### src/rtl/stopwatch_ctrl_if.sv
// Signal bundle between the stopwatch controller and its divider/display neighbours.
// Optional LAP_EN adds the lap button.
interface stopwatch_ctrl_if;
  logic       one_hz;
  logic       disp_tick;
  logic       btn_pause;
  logic       btn_rst;
`ifdef LAP_EN
  logic       btn_lap;
`endif
  logic       sw_adj;
  logic       sw_sel;
  logic [1:0] div_state;
  logic [3:0] min_tens;
  logic [3:0] min_ones;
  logic [3:0] sec_tens;
  logic [3:0] sec_ones;
  logic       blink;
  logic       running;

  modport master (
`ifdef LAP_EN
    output btn_lap,
`endif
    output one_hz, disp_tick, btn_pause, btn_rst, sw_adj, sw_sel,
    input  div_state, min_tens, min_ones, sec_tens, sec_ones, blink, running
  );

  modport slave (
`ifdef LAP_EN
    input  btn_lap,
`endif
    input  one_hz, disp_tick, btn_pause, btn_rst, sw_adj, sw_sel,
    output div_state, min_tens, min_ones, sec_tens, sec_ones, blink, running
  );
endinterface

### src/rtl/stopwatch_ctrl.sv
// Stopwatch mode FSM (RESET/PAUSE/RUN/ADJUST), button debounce and BCD MM:SS counting.
// Define LAP_EN to add a lap button that freezes the displayed digits while RUN continues.
module stopwatch_ctrl #(
  parameter int unsigned RESET_HOLD  = 2,
  parameter int unsigned DEB_SAMPLES = 2
) (
  input logic             clk,
  input logic             rst_n,
  stopwatch_ctrl_if.slave bus_io
);

  typedef enum logic [1:0] {
    StRun    = 2'd0,
    StPause  = 2'd1,
    StReset  = 2'd2,
    StAdjust = 2'd3
  } state_e;

`ifdef LAP_EN
  localparam int unsigned NumBtn = 3;
`else
  localparam int unsigned NumBtn = 2;
`endif
  localparam logic [2:0] DebCnt   = 3'(DEB_SAMPLES);
  localparam logic [3:0] HoldLast = 4'(RESET_HOLD - 1);

  function automatic logic [7:0] inc_bcd60(input logic [7:0] v);
    logic [7:0] r;
    if (v[3:0] == 4'd9) begin
      r[3:0] = 4'd0;
      r[7:4] = (v[7:4] == 4'd5) ? 4'd0 : v[7:4] + 4'd1;
    end else begin
      r = {v[7:4], v[3:0] + 4'd1};
    end
    return r;
  endfunction

  logic [NumBtn-1:0]      btn_raw, btn_s1_q, btn_s2_q, deb_q, deb_d, press_q;
  logic [NumBtn-1:0][2:0] cnt_q, cnt_d;
  logic [1:0]             sw_s1_q, sw_s2_q;
  logic                   one_hz_q, sec_evt;
  logic                   pause_press, rst_press, sw_adj, sw_sel;
  state_e                 state_q, state_d;
  logic [3:0]             hold_q, hold_d;
  logic [7:0]             sec_q, sec_d, min_q, min_d;
  logic                   blink_q, blink_d;
  logic [15:0]            disp;

  assign btn_raw[0] = bus_io.btn_pause;
  assign btn_raw[1] = bus_io.btn_rst;
`ifdef LAP_EN
  assign btn_raw[2] = bus_io.btn_lap;
`endif

  assign pause_press = press_q[0];
  assign rst_press   = press_q[1];
  assign sw_adj      = sw_s2_q[0];
  assign sw_sel      = sw_s2_q[1];
  assign sec_evt     = bus_io.one_hz & ~one_hz_q;

  // Level rises after DebCnt consecutive high samples, falls on the first low one.
  always_comb begin
    cnt_d = cnt_q;
    deb_d = deb_q;
    if (bus_io.disp_tick) begin
      for (int i = 0; i < NumBtn; i++) begin
        if (!btn_s2_q[i]) begin
          cnt_d[i] = '0;
          deb_d[i] = 1'b0;
        end else begin
          if (cnt_q[i] < DebCnt) cnt_d[i] = cnt_q[i] + 3'd1;
          deb_d[i] = (cnt_d[i] == DebCnt);
        end
      end
    end
  end

  always_ff @(posedge clk or negedge rst_n) begin
    if (!rst_n) begin
      btn_s1_q <= '0;
      btn_s2_q <= '0;
      cnt_q    <= '0;
      deb_q    <= '0;
      press_q  <= '0;
      sw_s1_q  <= '0;
      sw_s2_q  <= '0;
      one_hz_q <= 1'b0;
    end else begin
      btn_s1_q <= btn_raw;
      btn_s2_q <= btn_s1_q;
      cnt_q    <= cnt_d;
      deb_q    <= deb_d;
      press_q  <= deb_d & ~deb_q;
      sw_s1_q  <= {bus_io.sw_sel, bus_io.sw_adj};
      sw_s2_q  <= sw_s1_q;
      one_hz_q <= bus_io.one_hz;
    end
  end

  always_ff @(posedge clk or negedge rst_n) begin
    if (!rst_n) begin
      state_q <= StReset;
      hold_q  <= '0;
    end else begin
      state_q <= state_d;
      hold_q  <= hold_d;
    end
  end

  always_comb begin
    state_d = state_q;
    hold_d  = hold_q;
    unique case (state_q)
      StReset: begin
        if (rst_press)                hold_d  = '0;
        else if (hold_q == HoldLast)  state_d = StPause;
        else                          hold_d  = hold_q + 4'd1;
      end
      StPause: begin
        if (rst_press)        state_d = StReset;
        else if (sw_adj)      state_d = StAdjust;
        else if (pause_press) state_d = StRun;
      end
      StRun: begin
        if (rst_press)        state_d = StReset;
        else if (sw_adj)      state_d = StAdjust;
        else if (pause_press) state_d = StPause;
      end
      StAdjust: begin
        if (rst_press)   state_d = StReset;
        else if (!sw_adj) state_d = StPause;
      end
      default: state_d = StReset;
    endcase
    if (state_d == StReset && state_q != StReset) hold_d = '0;
  end

  // Increments use the state of the current cycle even when it is being left.
  always_comb begin
    sec_d   = sec_q;
    min_d   = min_q;
    blink_d = blink_q;
    if (state_q == StReset || rst_press) begin
      sec_d = '0;
      min_d = '0;
    end else if (sec_evt) begin
      if (state_q == StRun) begin
        sec_d = inc_bcd60(sec_q);
        if (sec_q == 8'h59) min_d = inc_bcd60(min_q);
      end else if (state_q == StAdjust) begin
        if (sw_sel) min_d = inc_bcd60(min_q);
        else        sec_d = inc_bcd60(sec_q);
        blink_d = ~blink_q;
      end
    end
    if (state_d != StAdjust) blink_d = 1'b0;
  end

  always_ff @(posedge clk or negedge rst_n) begin
    if (!rst_n) begin
      sec_q   <= '0;
      min_q   <= '0;
      blink_q <= 1'b0;
    end else begin
      sec_q   <= sec_d;
      min_q   <= min_d;
      blink_q <= blink_d;
    end
  end

`ifdef LAP_EN
  logic        frozen_q, frozen_d;
  logic [15:0] snap_q, snap_d;

  always_comb begin
    frozen_d = frozen_q;
    snap_d   = snap_q;
    if (state_q == StRun && state_d == StRun && press_q[2]) begin
      frozen_d = ~frozen_q;
      if (!frozen_q) snap_d = {min_q, sec_q};
    end
    if (state_d != StRun) frozen_d = 1'b0;
  end

  always_ff @(posedge clk or negedge rst_n) begin
    if (!rst_n) begin
      frozen_q <= 1'b0;
      snap_q   <= '0;
    end else begin
      frozen_q <= frozen_d;
      snap_q   <= snap_d;
    end
  end

  assign disp = frozen_q ? snap_q : {min_q, sec_q};
`else
  assign disp = {min_q, sec_q};
`endif

  always_comb begin
    bus_io.div_state = state_q;
    bus_io.running   = (state_q == StRun);
    bus_io.blink     = blink_q;
    bus_io.min_tens  = disp[15:12];
    bus_io.min_ones  = disp[11:8];
    bus_io.sec_tens  = disp[7:4];
    bus_io.sec_ones  = disp[3:0];
  end

endmodule

### src/flat_wrapper.sv
// flat-port wrapper written by rule: the top's interface ports become plain ports
module stopwatch_ctrl_flat 
#(
  parameter int unsigned RESET_HOLD  = 2,
  parameter int unsigned DEB_SAMPLES = 2
)
  (clk, rst_n, bus_io_one_hz, bus_io_disp_tick, bus_io_btn_pause, bus_io_btn_rst, bus_io_sw_adj, bus_io_sw_sel, bus_io_div_state, bus_io_min_tens, bus_io_min_ones, bus_io_sec_tens, bus_io_sec_ones, bus_io_blink, bus_io_running);
  stopwatch_ctrl_if bus_io_i ();
  input logic clk;
  input logic rst_n;
  input wire logic [$bits(bus_io_i.one_hz)-1:0] bus_io_one_hz;
  input wire logic [$bits(bus_io_i.disp_tick)-1:0] bus_io_disp_tick;
  input wire logic [$bits(bus_io_i.btn_pause)-1:0] bus_io_btn_pause;
  input wire logic [$bits(bus_io_i.btn_rst)-1:0] bus_io_btn_rst;
  input wire logic [$bits(bus_io_i.sw_adj)-1:0] bus_io_sw_adj;
  input wire logic [$bits(bus_io_i.sw_sel)-1:0] bus_io_sw_sel;
  output wire logic [$bits(bus_io_i.div_state)-1:0] bus_io_div_state;
  output wire logic [$bits(bus_io_i.min_tens)-1:0] bus_io_min_tens;
  output wire logic [$bits(bus_io_i.min_ones)-1:0] bus_io_min_ones;
  output wire logic [$bits(bus_io_i.sec_tens)-1:0] bus_io_sec_tens;
  output wire logic [$bits(bus_io_i.sec_ones)-1:0] bus_io_sec_ones;
  output wire logic [$bits(bus_io_i.blink)-1:0] bus_io_blink;
  output wire logic [$bits(bus_io_i.running)-1:0] bus_io_running;
  assign bus_io_i.one_hz = bus_io_one_hz;
  assign bus_io_i.disp_tick = bus_io_disp_tick;
  assign bus_io_i.btn_pause = bus_io_btn_pause;
  assign bus_io_i.btn_rst = bus_io_btn_rst;
  assign bus_io_i.sw_adj = bus_io_sw_adj;
  assign bus_io_i.sw_sel = bus_io_sw_sel;
  assign bus_io_div_state = bus_io_i.div_state;
  assign bus_io_min_tens = bus_io_i.min_tens;
  assign bus_io_min_ones = bus_io_i.min_ones;
  assign bus_io_sec_tens = bus_io_i.sec_tens;
  assign bus_io_sec_ones = bus_io_i.sec_ones;
  assign bus_io_blink = bus_io_i.blink;
  assign bus_io_running = bus_io_i.running;
  stopwatch_ctrl #(.RESET_HOLD(RESET_HOLD), .DEB_SAMPLES(DEB_SAMPLES)) u_core (.clk(clk), .rst_n(rst_n), .bus_io(bus_io_i));
endmodule
### config.mk
export PLATFORM = sky130hd
export DESIGN_NAME = stopwatch_ctrl_flat
export DESIGN_NICKNAME = d
export VERILOG_FILES = /design/src/rtl/stopwatch_ctrl_if.sv /design/src/rtl/stopwatch_ctrl.sv /design/src/flat_wrapper.sv
export SDC_FILE = /design/constraint.sdc
export NUM_CORES = 1
export LEC_CHECK = 0
export CORE_MARGIN = 2
export CORE_UTILIZATION = 40
export DETAILED_ROUTE_END_ITERATION = 6
export DONT_BUFFER_PORTS = 1
export PLACE_DENSITY_LB_ADDON = 0.12
export SLEW_MARGIN = 30
export SYNTH_ARGS = -nofsm -noshare
export SYNTH_HDL_FRONTEND = slang
export SYNTH_SLANG_ARGS = --single-unit
export TNS_END_PERCENT = 50
### constraint.sdc
create_clock -name clk -period 4.4 [get_ports clk]
set_input_delay 0.88 -clock clk [delete_from_list [all_inputs] [get_ports clk]]
set_output_delay 0.88 -clock clk [all_outputs]
set_load 0.05 [all_outputs]
==> summary.txt <==
run metrics: Clock H-tree levels=2, HPWL Detailed=3.12 mm, final setup fails=0, routed length on met3=~240 um, power in the clock group=0.266 mW, Area leader share=0.458, Post-Syn Nets=242, inverter count of the layout excluding clock inverters=16, status=finished clean, fraction of area in registers=0.443, tally of OpenROAD warnings=34, P_comb=0.444 mW, Yosys reg bits=42, Top delay family on crit path=simple AND/OR/NAND/NOR gates, cell depth of the worst setup path=6, CTS tree=yes, Post-route DRC=0, CLK BUF=5, Crit path buffers/inverters=1, first-pass GRT wire length=7.96 mm, clock sink count=42, logic area=1080 um2, Clock transition at path regs=around 0.09 ns, fmax=~0.37 GHz, classification of the worst setup path=flop to flop, Combinational Gates=154, max-slew violation count=0, TNS Setup=0 ns, number of global-route vias before repair=1,699, CP Launch Type=flop, tap cells=72, switching power=0.582 mW, synth top area cells=dfrtp_1 46%, ha_1 8.9%, a21oi_1 4.9%, busiest layer in global routing=met2, Main synth FF type=dfrtp_1, HP Class=primary input to async pin, Leading cell kind=logic gates, sequential power=0.624 mW, dominant logic cell type in the layout=dfrtp_1, worst path required time=approximately 4.6 ns, IO Pins=28, M1 WL=1.96 mm, largest net degree at the start of global routing=~43, flip-flops with a built-in enable=0, P_int=0.751 mW, initial antenna violation count=0, routed vias/inst=5.60, post-CTS sizing=0, distinct lib cells=around 48, Synth Seq Share=0.470, Tmin final=around 2.7 ns, GP Congestion=0.802, Crit Path Max Fanout=9, worst r2r src=u_core.bus_io.div_state[0], worst vdd ir=0.245 mV, GRT met2 Usage=0.266, fin cells=292, Placed Instances=284, # Cells Yosys=218, Pwr top=registers, Initial Util=0.412, met2 wire length=2.21 mm, Main logic family=simple AND/OR/NAND/NOR gates, fillers=529, PwrDens=561 nW/um2, Crit. Startpoint=u_core.bus_io.div_state[0], CP endpoint kind=flop, GR Layer Usage met1=0.199, Die Span X=78.8 um, Final #Nets=243, hold-fix buffers at CTS=0, Clock power frac=0.199, leading area contributor after synthesis=dfrtp_1, Final ANT Viol Nets=0, most frequent cells in the layout=41 x dfrtp_1, 22 x a21oi_1, 16 x inv_1, 16 x ha_1, R2R Setup Slk=1.66 ns, critical path's largest stage delay=0.73 ns, max_cap viols=0, GRT overflow=0, Vert. Die Dim=about 79 um, worst-case clock buffer depth=2, Clock buf/inv share=0.0400, Area Growth Syn to Fin=6.20%, diodes inserted=0, Top Layer Used=met4, yosys xor share=0.00391, yosys synthesis chip area=roughly 2200 um2, chip footprint=6210 um2, cell area after synthesis=2240 um2, simple share=0.225, Sequential Area=1050 um2, drt pass-1 iters=4, RSZ-0062 raised after global routing=false, Buffers excl. clock=0, Adder-Cell Fraction of Synth Area=0.0894, flop count=42, worst path arrival time=2.96 ns, CTS Root Cell=clkbuf_8, combinational power share=0.333, Comb/total area=0.454, row count=27, Reg2Reg Capture Point=u_core.sec_q[6], Synth Warn #=0, Critical Path Sink=u_core.sec_q[6], Synth mux share=0.0184, crit share post-route=0.622, share of cells above drive strength 1=0.0909, Signal buf overhead=0, largest registers=u_core.min_q (8), u_core.sec_q (8), u_core.cnt_q (6), Relative slew margins=0.440, ao+oa area frac=0.145, Final Hold Viols=0
-- synth_stat cells (4+ instances only) --
cell      count
ha_1         16
nor2_1       14
dfrtp_1      41
nand2b_1      4
nand2_1       9
nor2b_1       5
nand3_1       6
or3_1         7
a21oi_1      22
or4_1         6
o21ai_0      14
inv_1        16
and3b_1       4
-- per-stage QoR --
step | total power, mW | util | worst slack, ns | instance area, um2 | hold slack [ns]
final | 1.33 | 0.437 | 1.66 | 2380 | 0.266
after global routing | 1.45 | 0.437 | 1.51 | 2380 | 0.233
after CTS | 1.35 | 0.437 | 1.66 | 2380 | 0.250
after detailed placement | 1.08 | 0.420 | 1.67 | 2280 | 0.335
after global placement | 1.04 | 0.420 | 1.78 | 2280 | 0.335
after floorplan | 0.980 | - | 1.89 | 2240 | 0.331
M1 wires:
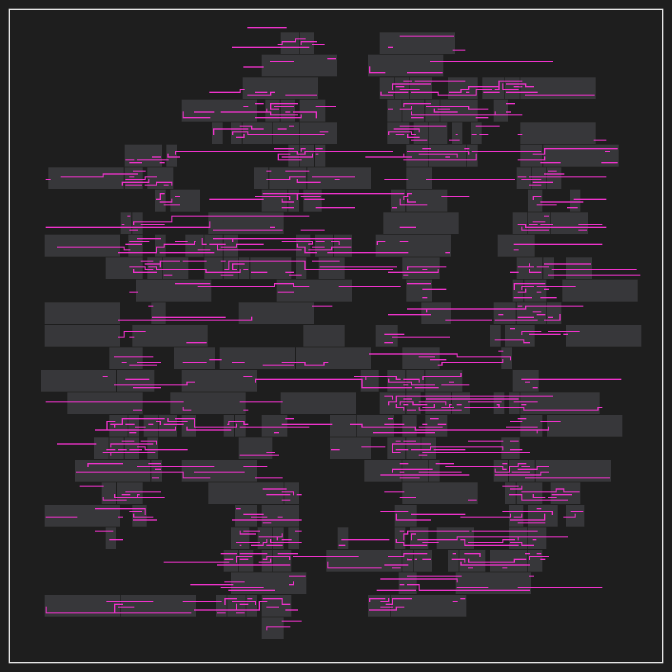
The layer carries 1,960 um of wire. The wires run mostly horizontal. The layer holds 44% of the routed length.

Metal 2:
Scale bar: 20 um.
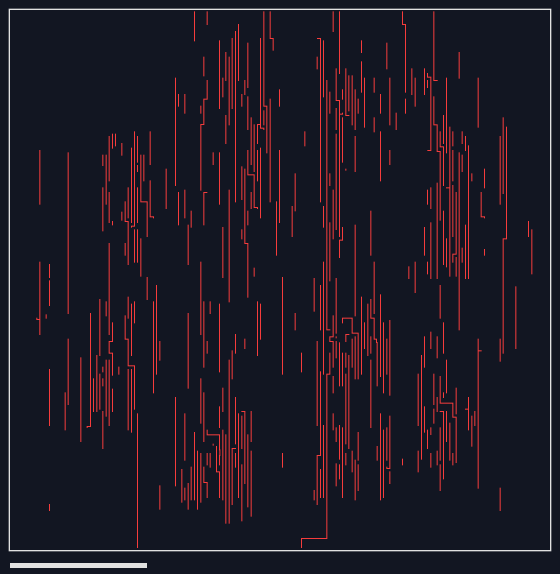
The layer carries 2,210 um of wire. The layer holds 50% of the routed length. The wires run mostly vertical.

M3 wires:
Scale bar: 20 um.
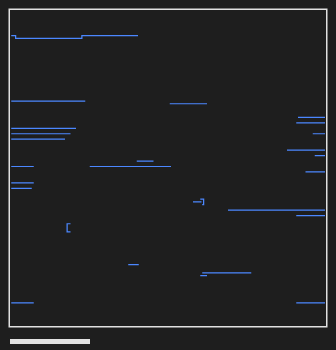
The longest straight run is 23.9 um. 25 nets have wire on it. The wires run mostly horizontal.

Routed metal per tile:
Scale bar: 20 um. The die is cut into 16 by 16 equal tiles; dark purple is low, yellow is high, scaled to the fullest tile. Values are wire area over tile area, all layers added.
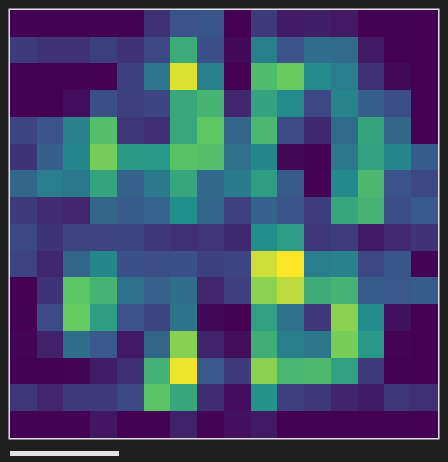
20% of the tiles are nearly empty. 20% of the tiles are over half the peak. The mean over all tiles is 0.11. The fullest tile reaches 0.41. The emptiest ninth of the die: upper left.
Routed WL: 4.46 mm
routed vias: 1,635
WL/cell: 15.3 um
Global Route Usage Sum: 0.159

Clock wiring as the flow saved it:
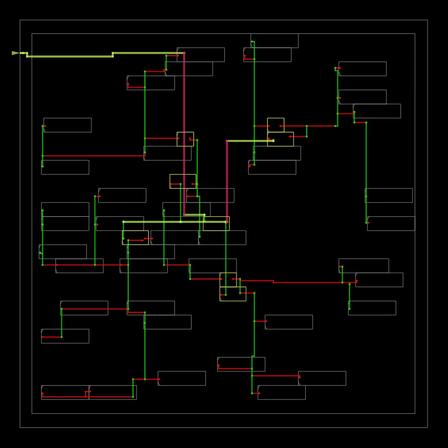
Max Clock Skew: 0.00891 ns
CTS buffer count: 5
clock insertion delay at the later pin of the skew report: 0.30 ns

Power is estimated from default activity; no workload was simulated.
